**config.mk**
```make
export PLATFORM = sky130hd
export DESIGN_NAME = sdram_arbiter
export DESIGN_NICKNAME = d
export VERILOG_FILES = /design/src/rtl/sdram_arbiter.sv
export SDC_FILE = /design/constraint.sdc
export NUM_CORES = 1
export LEC_CHECK = 0
export ABC_AREA = 1
export CORE_ASPECT_RATIO = 0.5
export CORE_MARGIN = 4
export CORE_UTILIZATION = 30
export DETAILED_ROUTE_END_ITERATION = 10
export GPL_ROUTABILITY_DRIVEN = 1
export SYNTH_ARGS = -nofsm -noshare
export SYNTH_HDL_FRONTEND = slang
export SYNTH_SLANG_ARGS = --single-unit
```
**constraint.sdc**
```tcl
create_clock -name clk -period 2.2 [get_ports clk]
set_clock_uncertainty 0.15 [all_clocks]
set_input_delay 0.33 -clock clk [delete_from_list [all_inputs] [get_ports clk]]
set_output_delay 0.33 -clock clk [all_outputs]
set_load 0.02 [all_outputs]
```
**src/rtl/sdram_arbiter.sv**
```systemverilog
// Request arbiter and auto-refresh scheduler in front of the sdram byte controller.
// Define SDRAM_ARB_RR_EN for round-robin video/CPU arbitration (default: video over CPU).
module sdram_arbiter #(
    parameter int unsigned REFRESH_CYCLES = 780
) (
    input  logic        clk,
    input  logic        resetn,
    input  logic        v_req,
    input  logic [22:0] v_addr,
    output logic        v_ack,
    output logic        v_valid,
    output logic [15:0] v_data,
    input  logic        c_req,
    input  logic        c_wr,
    input  logic [22:0] c_addr,
    input  logic [15:0] c_din,
    input  logic [1:0]  c_wdm,
    output logic        c_ack,
    output logic        c_valid,
    output logic [15:0] c_data,
    output logic        sd_rd,
    output logic        sd_wr,
    output logic        sd_refresh,
    output logic [22:0] sd_addr,
    output logic [15:0] sd_din,
    output logic [1:0]  sd_wdm,
    input  logic [15:0] sd_dout,
    input  logic        sd_data_ready,
    input  logic        sd_busy,
    input  logic        sd_enabled
);

    localparam int unsigned CW = (REFRESH_CYCLES > 1) ? $clog2(REFRESH_CYCLES) : 1;
    localparam logic [CW-1:0] REF_LOAD = CW'(REFRESH_CYCLES - 1);

    typedef enum logic [1:0] {IDLE, ISSUE, WAIT_BUSY, WAIT_DONE} state_t;
    typedef enum logic [1:0] {OWN_REF, OWN_VID, OWN_CPU} owner_t;

    state_t        state, state_nxt;
    owner_t        owner;
    logic          op_wr;
    logic [CW-1:0] ref_cnt;
    logic          ref_pending;
    logic          ref_expire, ref_due, can_grant;
    logic          grant_ref, grant_vid, grant_cpu;
    logic          rd_data, done_wr;

    // A refresh expiring this cycle already outranks a client request on the same edge.
    assign ref_expire = sd_enabled && (ref_cnt == '0);
    assign ref_due    = ref_pending || ref_expire;
    assign can_grant  = (state == IDLE) && sd_enabled && !sd_busy;
    assign grant_ref  = can_grant && ref_due;

`ifdef SDRAM_ARB_RR_EN
    logic last_cpu;

    assign grant_vid = can_grant && !ref_due && v_req && (!c_req || last_cpu);
    assign grant_cpu = can_grant && !ref_due && c_req && (!v_req || !last_cpu);

    always_ff @(posedge clk or negedge resetn) begin
        if (!resetn)
            last_cpu <= 1'b1;
        else if (grant_vid)
            last_cpu <= 1'b0;
        else if (grant_cpu)
            last_cpu <= 1'b1;
    end
`else
    assign grant_vid = can_grant && !ref_due && v_req;
    assign grant_cpu = can_grant && !ref_due && c_req && !v_req;
`endif

    assign rd_data = ((state == WAIT_BUSY) || (state == WAIT_DONE)) && sd_data_ready
                     && !op_wr && (owner != OWN_REF);
    assign done_wr = (state == WAIT_DONE) && !sd_busy && (owner == OWN_CPU) && op_wr;

    always_comb begin
        state_nxt = state;
        case (state)
            IDLE:      if (grant_ref || grant_vid || grant_cpu) state_nxt = ISSUE;
            ISSUE:     state_nxt = WAIT_BUSY;
            WAIT_BUSY: if (sd_busy) state_nxt = WAIT_DONE;
            WAIT_DONE: if (!sd_busy) state_nxt = IDLE;
            default:   state_nxt = IDLE;
        endcase
    end

    always_ff @(posedge clk or negedge resetn) begin
        if (!resetn)
            state <= IDLE;
        else
            state <= state_nxt;
    end

    // A grant that consumes this cycle's own expiry leaves nothing pending;
    // an expiry alongside a grant of an older pending refresh stays pending.
    always_ff @(posedge clk or negedge resetn) begin
        if (!resetn) begin
            ref_cnt     <= REF_LOAD;
            ref_pending <= 1'b0;
        end else begin
            if (!sd_enabled || ref_cnt == '0)
                ref_cnt <= REF_LOAD;
            else
                ref_cnt <= ref_cnt - 1'b1;

            if (ref_expire && !(grant_ref && !ref_pending))
                ref_pending <= 1'b1;
            else if (grant_ref)
                ref_pending <= 1'b0;
        end
    end

    always_ff @(posedge clk or negedge resetn) begin
        if (!resetn) begin
            owner      <= OWN_REF;
            op_wr      <= 1'b0;
            sd_addr    <= '0;
            sd_din     <= '0;
            sd_wdm     <= '0;
            sd_rd      <= 1'b0;
            sd_wr      <= 1'b0;
            sd_refresh <= 1'b0;
            v_ack      <= 1'b0;
            c_ack      <= 1'b0;
            v_valid    <= 1'b0;
            c_valid    <= 1'b0;
            v_data     <= '0;
            c_data     <= '0;
        end else begin
            sd_rd      <= grant_vid || (grant_cpu && !c_wr);
            sd_wr      <= grant_cpu && c_wr;
            sd_refresh <= grant_ref;
            v_ack      <= grant_vid;
            c_ack      <= grant_cpu;
            v_valid    <= rd_data && (owner == OWN_VID);
            c_valid    <= (rd_data && (owner == OWN_CPU)) || done_wr;

            if (grant_ref) begin
                owner <= OWN_REF;
                op_wr <= 1'b0;
            end else if (grant_vid) begin
                owner   <= OWN_VID;
                op_wr   <= 1'b0;
                sd_addr <= v_addr;
                sd_din  <= '0;
                sd_wdm  <= '0;
            end else if (grant_cpu) begin
                owner   <= OWN_CPU;
                op_wr   <= c_wr;
                sd_addr <= c_addr;
                sd_din  <= c_din;
                sd_wdm  <= c_wdm;
            end

            if (rd_data && owner == OWN_VID)
                v_data <= sd_dout;
            if (rd_data && owner == OWN_CPU)
                c_data <= sd_dout;
        end
    end

endmodule
```
Figure 1. Gate families picked out.
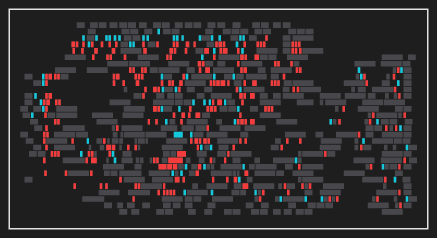
- NAND gates: red (cells 240; most used nand2_1)
- inverters: cyan (cells 79; most used inv_1; where spread over the die)

Figure 2. Met1 routing.
Supply wires on this layer in gray.
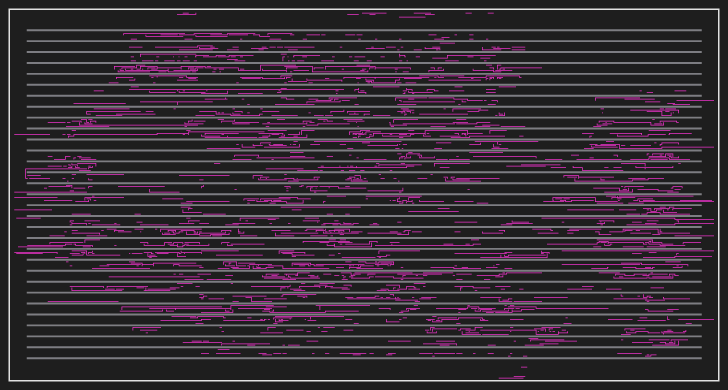
- nets with wire on the layer: 699
- longest straight run: 53.4 um

==> notes.md <==
Physical design

The synthesis log from Yosys contains 0 warnings. The most used flip-flop cell after synthesis is dfrtp_1. The register with the most flip-flops in the final layout is sd_addr.

Per the cell usage report, the commonest logic cells after layout are nand2_1 (191), clkdlybuf4s50_1 (166), dfrtp_1 (91), inv_1 (76), o21ai_0 (34). The met3 routed wirelength stands at 443 um. Ranked by power, first place goes to combinational logic. Detailed routing placed a total of 5829 um of wire on met2. Grouping non-sequential cells by family puts the most area in simple AND/OR/NAND/NOR gates. Among cell families on the critical path, the largest total delay comes from simple AND/OR/NAND/NOR gates. The gate count of the mapped netlist stands at 503. The mapped netlist covers 4239 um2. The register clock-pin slew on the reported worst setup and hold paths stands at 0.07 ns. The capture point of the critical path was reported as sd_din[14]. The global-route track usage on met2 stands at 25.39%.

Buffers outside the clock tree occupy 28.35% of the routed design's cell area. The launch point of the critical path was reported as ref_cnt[0]. The final core utilization stands at 47.45%.

Entering global routing, the biggest net connects 42 pins. The warning total across the stage logs stands at 29. The minimum setup slack among reg-to-reg paths stands at 0.17 ns.

Counting endpoints that fail hold in the final report gives 0. The type recorded for the worst min-delay path is register to register. The final cell count without fillers stands at 878. The overall die area stands at 16210 um2. The number of global-route vias before repair stands at 3760. The power of the combinational group stands at 3320 uW.

Max-cap violations in this run came to 0. In this run the power density over the cells is 1166 nW/um2. The first-iteration detailed-routing DRC count stands at 150. The synthesis run shows the most used standard cells to be nand2_1 (191), dfrtp_1 (91), inv_1 (76). In the final layout, the fill cell count is 1339. The total clock sinks stands at 96. Yosys mapped a number of flops with a built-in enable equal to 0.

The number of distinct library cell variants in the gate-level netlist after synthesis stands at 33. The worst slack at placement stands at -0.02484 ns. The biggest area contributor in the post-synthesis netlist is dfrtp_1. The main area contributors are dfrtp_1 (54%), nand2_1 (17%), inv_1 (6.7%), o21ai_0 (4.0%), nand3_1 (3.5%). Per the synthesis report, the AND-OR/OR-AND share of the synthesized area is 4.959%. The number of CTS-inserted buffers stands at 9.

Routability-driven placement finished with a final weighted congestion of 0.7725. The floorplan report gives the top-level pin count as 168. The root buffer cell chosen for the clock tree is clkbuf_16. For the clock group, total power comes out at 1470 uW.

The worst slack on hold paths stands at 0.3067 ns. The area fraction in mux cells stands at 0.2361%. In the final layout, flip-flops and latches occupy 2409 um2. The remaining global-route overflow stands at 0. Between the synthesized netlist and the finished layout, the area growth was recorded as 53.36%. The leakage component of the power was reported as 0.003294 uW. The power share of the combinational group stands at 43.8%. The script parses the final routing iteration and logs DRC violations as 0. The clock share of power stands at 19.3%. The half-perimeter wire length of the detailed placement result stands at 8635 um. The core region area stands at 13700 um2. The maximum clock rate stands at 0.4935 GHz.

Setup slack on the critical path of the routed design comes to 0.1738 ns. Yosys reported that registers with async set or reset make up 100.0%. Per the OpenROAD power report, switching power amounts to 2795 uW. The final timing summary puts the cycle share of the worst path at 92.10%. The post-placement cell count stands at 860.

Setup violations remaining at the end of the flow were counted as 0. The tightest slew margin relative to the limit stands at 65.63%. Per the GRT log, the top usage layer is met2. The net count after synthesis stands at 596. The worst-margin pin slew stands at 0.5155 ns. The average via count per standard cell stands at 4.231. After detailed routing, the total wire length is 11610 um. By startpoint and endpoint, the worst setup path is classified as register to register. After routing, the total negative slack on setup checks comes to 0 ns. After clock tree synthesis, the flow added hold-fix buffers numbering 1. The global-route track usage on met1 stands at 18.34%. Sequential cells make up 37.05% of the cell area. The internal power component stands at 4787 uW. The highest net fanout along the worst path stands at 8.

The critical path depth in cells stands at 10. Along the worst hold path, the cell count comes to 1. The final design was reported to hold multi-input combinational gates totalling 310.

The critical path data required time stands at 2.32 ns. The number of inverters outside the clock class in the layout stands at 79. The number of flip-flops in the largest register stands at 23. The first detailed-routing pass ran for 4 iterations. In the final routing, the length of wire on met1 measures 5140 um. The flow ran to the end, and the final reports show no timing, DRC or antenna violations. The total number of tap cells stands at 192.

Yosys reports a chip area of 4239 um2. Global routing used 14.51% of the available tracks. The maximum vdd ir drop stands at 0.4817 mV. STA classifies the critical path endpoint as a register. The antenna cell count stands at 0.

The post-placement cell area stands at 6182 um2. The delay of the slowest cell on the worst path stands at 0.53 ns. The number of antenna-violating nets in the routed design stands at 0. The final max-slew violation count stands at 0. The routed wirelength normalized by instance count stands at 13.23 um. The maximum buffer depth of the clock tree stands at 2. The switching part of the total stands at 36.86%. The sequential fraction of the synthesis area stands at 56.82%. In this run the most critical hold path is launched from ref_cnt[0]. The path with the worst hold slack has its endpoint at ref_cnt[0]. The shortest period the worst path allows stands at 2.026 ns. In the final layout, excluding clock buffers the buffer count is 185. The number of register bits inferred by synthesis stands at 96.

The endpoint identified for the worst register-to-register timing path is sd_din[14]. By instance count, the leading cell after synthesis is nand2_1. At the end of the flow, the number of nets in the layout was 774. The fraction of final cell area spent on clock buffers and inverters in this run is 4.349%. The cell row count stands at 30. The area share of the largest cell type after synthesis stands at 53.72%. Signal nets in the final route climb as high as met4. TritonCTS built the clock tree. Input and output buffers added on the ports amount to 167.

On the critical path, the stage with the largest delay is an instance of dfstp_2. The die height stands at 92.06 um.
No activity file was given, so power comes from the tool's default toggle rates.
